## src/rtl/pcoder_pkg.sv

```systemverilog
// Shared types and limits for the priority-coder pipeline.
package pcoder_pkg;

   typedef enum logic {FIXED, ROUND_ROBIN} pcoder_mode_e;

   localparam int unsigned PCODER_MAX_N = 64;

endpackage

```

## src/rtl/pcoder_core.sv

```systemverilog
// Combinational fixed-priority encoder: highest set bit wins, index 0 when empty.
module pcoder_core #(
   parameter  int unsigned N = 8,
   localparam int unsigned W = $clog2(N)
) (
   input  logic [N-1:0] req,
   output logic [W-1:0] idx,
   output logic         any
);

   always_comb begin
      idx = '0;
      any = |req;
      for (int unsigned i = 0; i < N; i++) begin
         if (req[i]) idx = W'(i);
      end
   end

endmodule

```

## src/rtl/pcoder_pipe.sv

```systemverilog
// Registered priority coder with valid/ready handshake; fixed or round-robin grant.
module pcoder_pipe
   import pcoder_pkg::*;
#(
   parameter  int unsigned  N    = 8,
   parameter  pcoder_mode_e MODE = FIXED,
   localparam int unsigned  W    = $clog2(N)
) (
   input  logic         clk,
   input  logic         reset,
   input  logic [N-1:0] in,
   input  logic         in_valid,
   output logic         in_ready,
   output logic [W-1:0] code,
   output logic         any,
   output logic         out_valid,
   input  logic         out_ready
);

   logic         accept;
   logic [N-1:0] enc_req;
   logic [W-1:0] enc_idx;
   logic         enc_any;
   logic [W-1:0] grant;

   always_comb begin
      in_ready = !out_valid || out_ready;
      accept   = in_valid && in_ready;
   end

   pcoder_core #(.N(N)) u_core (
      .req (enc_req),
      .idx (enc_idx),
      .any (enc_any)
   );

   generate
      if (MODE == ROUND_ROBIN) begin : g_rr
         logic [W-1:0] ptr;
         logic [W:0]   k;
         logic [W:0]   sum;

         // Rotate so that request ptr lands on the encoder's top bit, then undo
         // the rotation on the index; sums stay below 2N so one subtract suffices.
         always_comb begin
            enc_req = '0;
            k       = '0;
            for (int unsigned j = 0; j < N; j++) begin
               k = (W+1)'(j) + {1'b0, ptr} + (W+1)'(1);
               if (k >= (W+1)'(N)) k = k - (W+1)'(N);
               enc_req[j] = in[k[W-1:0]];
            end
            sum = {1'b0, enc_idx} + {1'b0, ptr} + (W+1)'(1);
            if (sum >= (W+1)'(N)) sum = sum - (W+1)'(N);
            grant = sum[W-1:0];
         end

         always_ff @(posedge clk) begin
            if (reset) begin
               ptr <= W'(N-1);
            end else if (accept && enc_any) begin
               ptr <= (grant == '0) ? W'(N-1) : grant - W'(1);
            end
         end
      end else begin : g_fixed
         always_comb begin
            enc_req = in;
            grant   = enc_idx;
         end
      end
   endgenerate

   always_ff @(posedge clk) begin
      if (reset) begin
         out_valid <= 1'b0;
         code      <= '0;
         any       <= 1'b0;
      end else if (accept) begin
         out_valid <= 1'b1;
         code      <= enc_any ? grant : '0;
         any       <= enc_any;
      end else if (out_ready) begin
         out_valid <= 1'b0;
      end
   end

endmodule

```

## config.mk

```make
export PLATFORM = sky130hd
export DESIGN_NAME = pcoder_pipe
export DESIGN_NICKNAME = d
export VERILOG_FILES = /design/src/rtl/pcoder_pkg.sv /design/src/rtl/pcoder_core.sv /design/src/rtl/pcoder_pipe.sv
export SDC_FILE = /design/constraint.sdc
export NUM_CORES = 1
export LEC_CHECK = 0
export ABC_CLOCK_PERIOD_IN_PS = 1600
export CORE_AREA = 2 2 39 41
export CTS_CLUSTER_SIZE = 40
export DETAILED_ROUTE_END_ITERATION = 10
export DIE_AREA = 0 0 41 43
export GPL_TIMING_DRIVEN = 0
export SLEW_MARGIN = 20
export SYNTH_ARGS = -nofsm -noshare
export SYNTH_HDL_FRONTEND = slang
export SYNTH_SLANG_ARGS = --single-unit
```

## constraint.sdc

```tcl
create_clock -name clk -period 1.6 [get_ports clk]
set_input_delay 0.32 -clock clk [delete_from_list [all_inputs] [get_ports clk]]
set_output_delay 0.32 -clock clk [all_outputs]
set_load 0.02 [all_outputs]
```

==> results.ini <==
[synth]
ys_warn_count = 0
ys_seq_share_pct = 40.40
syn-instance-count = 31
synthXorXnorAreaFrac_pct = 0
yosys-stat-area_um2 = 247.7
syn-num-nets = 43
netlist_area_um2 = 247.7
yosysUniqueCellTypes = 15
synthAdderAreaFrac_pct = 0
numSynthFlops = 5
ys_cells = 31
yosys-mux-area-fraction_pct = 0

[finish]
nets = 65
syn_to_final_growth_pct = 85.35
drive_gt1_share_pct = 9.615
lay_top_count = clkdlybuf4s50_1
antenna_cells = 0
logic_area_um2 = 136.4

[global_routing]
grt_max_degree = 7
gr-usage-all-layers_pct = 8.325
antenna_found_initial = 0
gr-total-overflow = 0
grt_pass1_wl_um = 959

[clock_tree]
worstSkewPairLatency_ps = 240
root_buffer = clkbuf_4
cts.clk_slew.worst_paths_ps = 40
hold_buffers = 0
cts_buffers = 3
cts_tree = built
postCtsSetupBuffers = 0
h-tree-depth = 1

[timing]
finalSetupViolations = 0
finalClockPeriodUsage_pct = 92.51
fmax_ghz = 0.6756
maxSlewHeadroom_pct = 83.25
fin_crit_ps = 1480

[worst_hold_path]
hp-class = flop to flop

[power]
power_density_mw_per_mm2 = 821.0
power.total_uw = 377.0

[worst_setup_path]
cp_num_buf_inv = 1
start_kind = flop
arrival_ps = 1160
required_ps = 1280
cp_top_family = buffers and inverters
path_cells = clkdlybuf4s50_1

[status]
status = finished, final reports clean

[placement]
placed_cells = 64
placed_area_um2 = 437.9

[routing]
wire_per_inst_um = 8.485
route.detailed.drc = 0

[run]
tool_warnings = 26

[floorplanning]
die_area_mm2 = 0.001763

[kinds of logic (layout without fill, tap and decap cells)]
family,count (synthesis),count (layout)
AND-OR/OR-AND,6,6
buffers and inverters,3,24
flip-flops,5,5
AND/OR/NAND/NOR,17,17
[metal layers]
layer / vias to the layer above / global-route usage [%] / wire length (um)
li1: 152 / - / -
met3: 0 / 5.236 / 76
met5: - / 0 / 0
met1: 131 / 10.26 / 240
met2: 14 / 10.00 / 261
met4: 0 / 6.000 / 0
[power by group]
group	switching, uW	internal [uW]
sequential	4.42	135
combinational	42.5	53.2
clock	47.7	94.0
[metrics by stage]
stage / hold WS, ps / util, % / setup slack [ps] / TNS (ps)
3_3_place_gp: 484.6 / 31.65 / -254.4 / -263.1
2_1_floorplan: 389.1 / - / 387.6 / 0
6_report: 490.4 / 33.18 / 119.9 / 0
3_5_place_dp: 484.0 / 31.65 / -261.4 / -267.3
4_1_cts: 499.8 / 33.45 / 7.244 / 0
5_1_grt: 515.9 / 33.18 / 64.28 / 0
[layout make-up]
| type | instances | share of cell area, % |
|---|---|---|
| multi-input combinational | 23 | 29.70 |
| inverter | 3 | 2.452 |
| timing repair buffer | 17 | 35.97 |
| clock buffer | 4 | 5.722 |
| sequential | 5 | 21.80 |
| tap | 16 | 4.360 |
[path summary, 6_finish.rpt]
path,startpoint,end,slack [ps],depth (start not counted)
max reg2reg,out_valid,code[1],590,4
min,code[1],code[1],490,2
min reg2reg,code[1],code[1],490,2
max,any,any,120,1
[state kept, by name (all words and copies together), names as in the netlist]
register,count
any,1
code,3
out_valid,1
[cells in the mapped netlist (all sizes together)]
| cell type | instances | area, um^2 |
|---|---|---|
| nor2 | 7 | 26.28 |
| dfxtp | 5 | 100.1 |
| a21oi | 3 | 15.01 |
| inv | 3 | 11.26 |
| nor3 | 3 | 15.01 |
| nor4 | 2 | 27.53 |
| a211oi | 1 | 7.510 |
| a32o | 1 | 10.01 |
| and2 | 1 | 6.260 |
| nand2 | 1 | 3.750 |
| nand2b | 1 | 6.260 |
| nand3 | 1 | 5.000 |
| nor2b | 1 | 6.260 |
| o31ai | 1 | 7.510 |
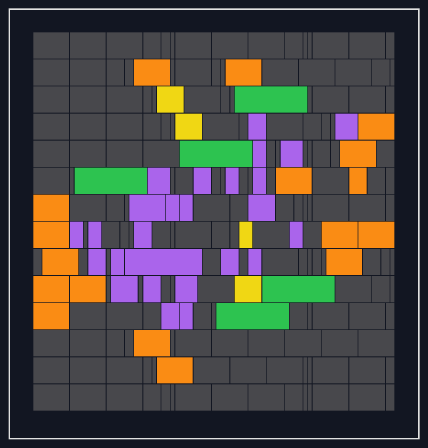
Fig. 1. Placement by cell class.
Fill, decap, tap and diode cells in gray.
- purple: combinational and other logic (cells 26)
- green: sequential cells (cells 5)
- yellow: clock drivers and dummy loads (cells 4)
- orange: remaining buffers and delay cells (cells 17)
Core ar.: 0.001384 mm^2
Post-Route Utilization: 33.18%
num rows: 14
final instance area: 459.2 um^2
register fraction of the total cell area: 21.80%

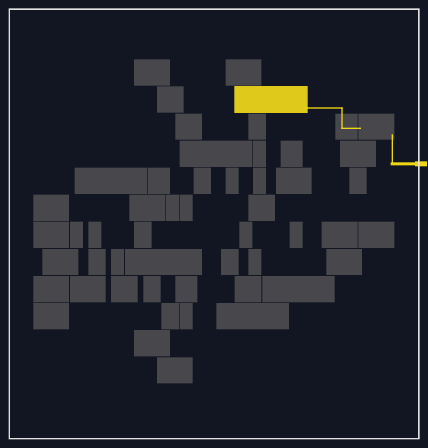
Fig. 2. Nets reached from selected ports.
- yellow: out_valid (direction output; end cells 1; wire 12.6 um)
# port buffers: 17
Top Ports: 18

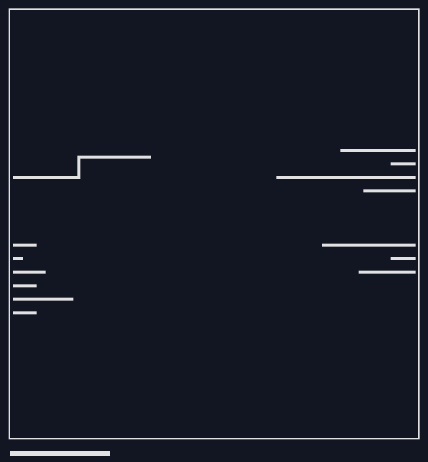
Fig. 3. Metal 3.
Scale bar: 10 um.
- main direction: horizontal
- share of all routed wire: 13%
- longest straight run: 13.7 um
vias: 297
grt met3 use: 5.236%
Post-Route WL: 577 um

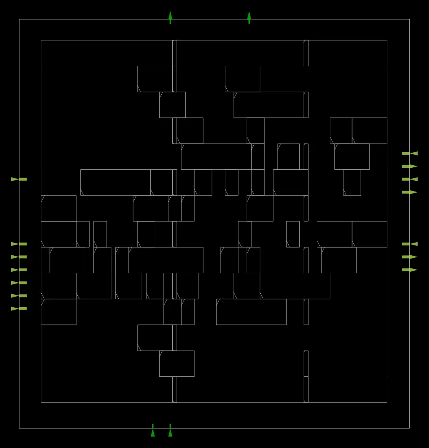
Fig. 4. Placement view.
non-filler instance count after layout: 68
# fillers: 152
# Taps: 16
FFs & Latches: 5

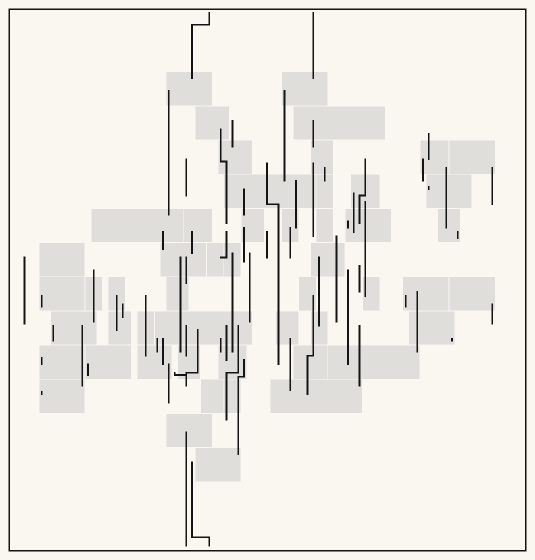
Fig. 5. Metal 2.
- main direction: vertical
- share of all routed wire: 45%
- nets with wire on the layer: 56
- longest straight run: 12.8 um
- wire length on this layer: 262 um
met2 Usage GRT: 10.00%

